### src/rtl/imem_icache_if.sv
// Instruction-fetch, backing-memory and statistics signals of the instruction cache.
// The cache takes the slave view; the core/memory side takes the master view.
interface imem_icache_if;
  logic [31:0] imem_addr;
  logic        imem_rd;
  logic [31:0] imem_rdata;
  logic        imem_ready;
  logic        flush;
  logic        mem_req;
  logic [31:0] mem_addr;
  logic [31:0] mem_rdata;
  logic        mem_valid;
  logic [15:0] hit_count;
  logic [15:0] miss_count;

  modport master (
    output imem_addr, imem_rd, flush, mem_rdata, mem_valid,
    input  imem_rdata, imem_ready, mem_req, mem_addr, hit_count, miss_count
  );

  modport slave (
    input  imem_addr, imem_rd, flush, mem_rdata, mem_valid,
    output imem_rdata, imem_ready, mem_req, mem_addr, hit_count, miss_count
  );
endinterface

### src/rtl/imem_icache.sv
// Direct-mapped read-only instruction cache: combinational hits, word-by-word line refill
// from backing memory on a miss, saturating hit/miss statistics.
module imem_icache #(
  parameter int unsigned LINES = 16,
  parameter int unsigned WORDS = 4
) (
  input logic          clk,
  input logic          rst_n,
  imem_icache_if.slave bus
);
  localparam int unsigned OW = $clog2(WORDS);
  localparam int unsigned IW = $clog2(LINES);
  localparam int unsigned TW = 32 - 2 - OW - IW;

  typedef enum logic {StIdle, StRefill} state_e;

  state_e            state;
  logic [LINES-1:0]  valid;
  logic [TW-1:0]     tags [LINES];
  logic [31:0]       data [LINES*WORDS];
  logic [TW-1:0]     refill_tag;
  logic [IW-1:0]     refill_idx;
  logic [OW-1:0]     beat;
  logic              flush_pend;

  logic [TW-1:0]     req_tag;
  logic [IW-1:0]     req_idx;
  logic [OW-1:0]     req_off;
  logic              hit;
  logic              unused_addr;

  assign req_off     = bus.imem_addr[2 +: OW];
  assign req_idx     = bus.imem_addr[2+OW +: IW];
  assign req_tag     = bus.imem_addr[31 -: TW];
  assign unused_addr = ^bus.imem_addr[1:0];

  assign hit            = (state == StIdle) && bus.imem_rd && valid[req_idx] &&
                          (tags[req_idx] == req_tag);
  assign bus.imem_ready = hit;
  assign bus.imem_rdata = hit ? data[{req_idx, req_off}] : 32'h0;

  always_ff @(posedge clk) begin
    if (!rst_n) begin
      state          <= StIdle;
      valid          <= '0;
      beat           <= '0;
      flush_pend     <= 1'b0;
      refill_tag     <= '0;
      refill_idx     <= '0;
      bus.mem_req    <= 1'b0;
      bus.mem_addr   <= 32'h0;
      bus.hit_count  <= 16'h0;
      bus.miss_count <= 16'h0;
    end else begin
      unique case (state)
        StIdle: begin
          if (bus.imem_rd) begin
            if (hit) begin
              if (bus.hit_count != 16'hFFFF) bus.hit_count <= bus.hit_count + 16'd1;
            end else begin
              if (bus.miss_count != 16'hFFFF) bus.miss_count <= bus.miss_count + 16'd1;
              refill_tag   <= req_tag;
              refill_idx   <= req_idx;
              beat         <= '0;
              state        <= StRefill;
              bus.mem_req  <= 1'b1;
              bus.mem_addr <= {req_tag, req_idx, {OW{1'b0}}, 2'b00};
            end
          end
          // The lookup above already used the pre-flush valids.
          if (bus.flush) valid <= '0;
        end

        StRefill: begin
          if (bus.flush) begin
            valid      <= '0;
            flush_pend <= 1'b1;
          end
          if (bus.mem_valid) begin
            data[{refill_idx, beat}] <= bus.mem_rdata;
            beat                     <= beat + 1'b1;
            if (beat == OW'(WORDS - 1)) begin
              tags[refill_idx] <= refill_tag;
              // A flush seen at any point in the burst leaves the refilled line invalid.
              if (!flush_pend && !bus.flush) valid[refill_idx] <= 1'b1;
              flush_pend  <= 1'b0;
              state       <= StIdle;
              bus.mem_req <= 1'b0;
            end else begin
              bus.mem_addr <= {refill_tag, refill_idx, beat + 1'b1, 2'b00};
            end
          end
        end

        default: state <= StIdle;
      endcase
    end
  end
endmodule

### src/flat_wrapper.sv
// flat-port wrapper written by rule: the top's interface ports become plain ports
module imem_icache_flat 
#(
  parameter int unsigned LINES = 16,
  parameter int unsigned WORDS = 4
)
  (clk, rst_n, bus_imem_addr, bus_imem_rd, bus_flush, bus_mem_rdata, bus_mem_valid, bus_imem_rdata, bus_imem_ready, bus_mem_req, bus_mem_addr, bus_hit_count, bus_miss_count);
  imem_icache_if bus_i ();
  input logic clk;
  input logic rst_n;
  input wire logic [$bits(bus_i.imem_addr)-1:0] bus_imem_addr;
  input wire logic [$bits(bus_i.imem_rd)-1:0] bus_imem_rd;
  input wire logic [$bits(bus_i.flush)-1:0] bus_flush;
  input wire logic [$bits(bus_i.mem_rdata)-1:0] bus_mem_rdata;
  input wire logic [$bits(bus_i.mem_valid)-1:0] bus_mem_valid;
  output wire logic [$bits(bus_i.imem_rdata)-1:0] bus_imem_rdata;
  output wire logic [$bits(bus_i.imem_ready)-1:0] bus_imem_ready;
  output wire logic [$bits(bus_i.mem_req)-1:0] bus_mem_req;
  output wire logic [$bits(bus_i.mem_addr)-1:0] bus_mem_addr;
  output wire logic [$bits(bus_i.hit_count)-1:0] bus_hit_count;
  output wire logic [$bits(bus_i.miss_count)-1:0] bus_miss_count;
  assign bus_i.imem_addr = bus_imem_addr;
  assign bus_i.imem_rd = bus_imem_rd;
  assign bus_i.flush = bus_flush;
  assign bus_i.mem_rdata = bus_mem_rdata;
  assign bus_i.mem_valid = bus_mem_valid;
  assign bus_imem_rdata = bus_i.imem_rdata;
  assign bus_imem_ready = bus_i.imem_ready;
  assign bus_mem_req = bus_i.mem_req;
  assign bus_mem_addr = bus_i.mem_addr;
  assign bus_hit_count = bus_i.hit_count;
  assign bus_miss_count = bus_i.miss_count;
  imem_icache #(.LINES(LINES), .WORDS(WORDS)) u_core (.clk(clk), .rst_n(rst_n), .bus(bus_i));
endmodule
### config.mk
export PLATFORM = sky130hd
export DESIGN_NAME = imem_icache_flat
export DESIGN_NICKNAME = d
export VERILOG_FILES = /design/src/rtl/imem_icache_if.sv /design/src/rtl/imem_icache.sv /design/src/flat_wrapper.sv
export SDC_FILE = /design/constraint.sdc
export NUM_CORES = 2
export LEC_CHECK = 0
export CAP_MARGIN = 20
export CELL_PAD_IN_SITES_DETAIL_PLACEMENT = 2
export CELL_PAD_IN_SITES_GLOBAL_PLACEMENT = 2
export CORE_MARGIN = 1.5
export CORE_UTILIZATION = 29
export DETAILED_ROUTE_END_ITERATION = 16
export PLACE_DENSITY_LB_ADDON = 0.05
export SYNTH_ARGS = -nofsm -noshare
export SYNTH_HDL_FRONTEND = slang
export SYNTH_SLANG_ARGS = --single-unit
### constraint.sdc
create_clock -name clk -period 6.8 [get_ports clk]
set_clock_uncertainty 0.1 [all_clocks]
set_input_delay 1.36 -clock clk [delete_from_list [all_inputs] [get_ports clk]]
set_output_delay 1.36 -clock clk [all_outputs]
set_load 0.02 [all_outputs]
### Zoomed window

Region (267, 384) to (317, 434) µm. Cells in grey, sequential cells in the stronger grey; small squares are vias.
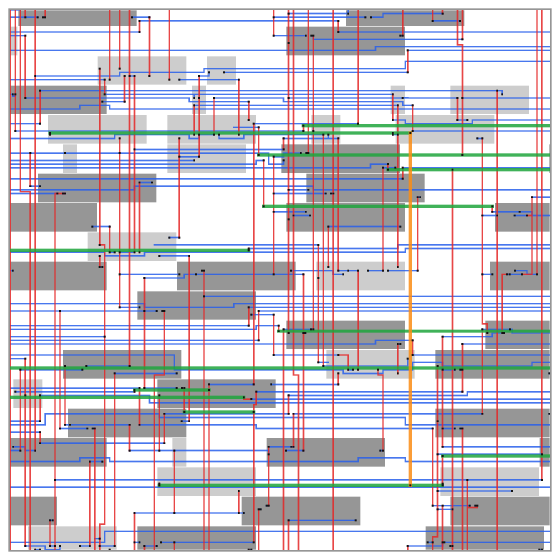
legend:
  metal 3:
    colour: green
  metal 4:
    colour: orange
  metal 1:
    colour: blue
  metal 2:
    colour: red
sequential cells in the window: 26
most frequent: edfxtp_1 (26), mux4_2 (6), clkbuf_16 (4)
cells with their middle in the window: 45
netlist names of flops here include: `u_core.data` (26)

### PDN straps and rails

Pins as bars on the die edge.
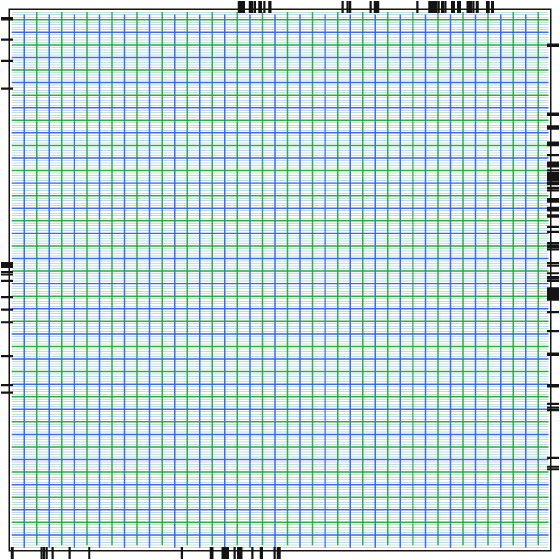
legend:
  VDD:
    colour: green
  VSS:
    colour: blue
rows: 213
signal pins: 167
met5 straps: 42
met4 straps: 42

### Cell outlines without signal wires

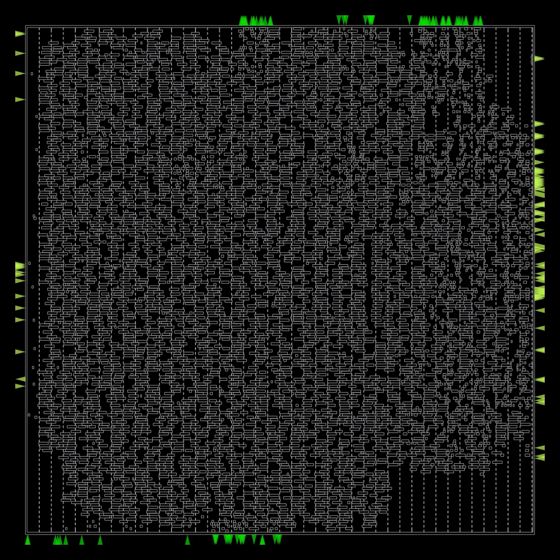
Seq/total area: 0.636
registers: 2543
filler instances: 32134
# rows: 213

### Routed metal per tile

(0.5 px per µm) 29 x 29 tiles, from dark purple (low) to yellow (high), scaled to the fullest tile. Values are wire area over tile area, all layers added.
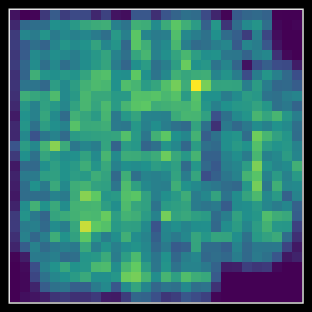
tiles over half the peak: 39%
nearly empty tiles: 5.4%
emptiest ninth of the die: bottom right
mean over tiles: 0.15
fullest tile: 0.34

==> impl_metrics.yaml <==
# yosys + openroad results
status:
  status: "complete, no violations"
layout:
  final_cell_mix: "edfxtp_1 (2432), mux4_2 (733), clkbuf_16 (315), buf_4 (265), nand2_1 (158)"
  drive_gt1_frac: 0.324
  comb_share: 0.189
  layout.nets: 5006
  num-nonclk-inverters: 5
  buffer_area_frac: 0.0475
  fin_area_um2: 118000
setup_path:
  path_depth: 15
  ff2ff_path_depth: 7
  path_cells: "buf_12 > buf_12 > and2_2 > buf_4 > a22o_1 > a221oi_1 > xnor2_1 > nand4_1 > buf_4 > and2_1 > or4_4 > buf_12 > inv_2 > buf_12 > clkdlybuf4s50_1"
  worst_setup_path_start_kind: "input port"
  timing.rr.start: "u_core.state"
pwr:
  leakage_nw: 36.9
  maxPowerGroup: "registers"
routing:
  wirelength_mm: 325
  remaining_drc_errors: 0
synth:
  most_common_cell: "edfxtp_1"
  synth_cells: 4350
  ys_sh_mux: 0.186
  async_flop_share: 0
  syn_area_um2: 98100
  yosys.area.top_type_share: 0.745
clock_network:
  ctsHtreeMaxLevel: 5
  cts_buffers: 306
final_timing:
  min_period_over_period: 0.978
  fin_setup_tns_ns: 0
  worst_slew_pin_slew_ns: 1.17
global_route:
  grt_pass1_vias: 52881
  grtUsageTotal: 0.190
die:
  die_h_um: 585
flow_run:
  max_cap_violations: 0
hold_path:
  hold_start: "u_core.bus.mem_addr[3]"
## flip-flops by register name (all words and copies together), names as in the netlist
signal                 count
u_core.data             2048
u_core.tags              384
u_core.bus.mem_addr       30
u_core.refill_tag         24
u_core.bus.hit_count      16
u_core.bus.miss_count     16
u_core.valid              16
u_core.refill_idx          4
u_core.beat                2
u_core.bus.mem_req         1
u_core.flush_pend          1
u_core.state               1
## what timing repair did
| action | in CTS | in global routing |
|---|---|---|
| resized | 14 | 0 |
| endpoints found under the hold margin | 0 | 0 |
| endpoints found under the setup margin | 28 | 0 |
## per-layer routing
layer,global-route usage,wire length [µm],up-vias
met3,0.0254,11300,372
li1,-,-,19652
met1,0.254,143000,26800
met4,0.0429,6890,2
met5,0,13,-
met2,0.327,163000,864
Power is estimated from default activity; no workload was simulated.
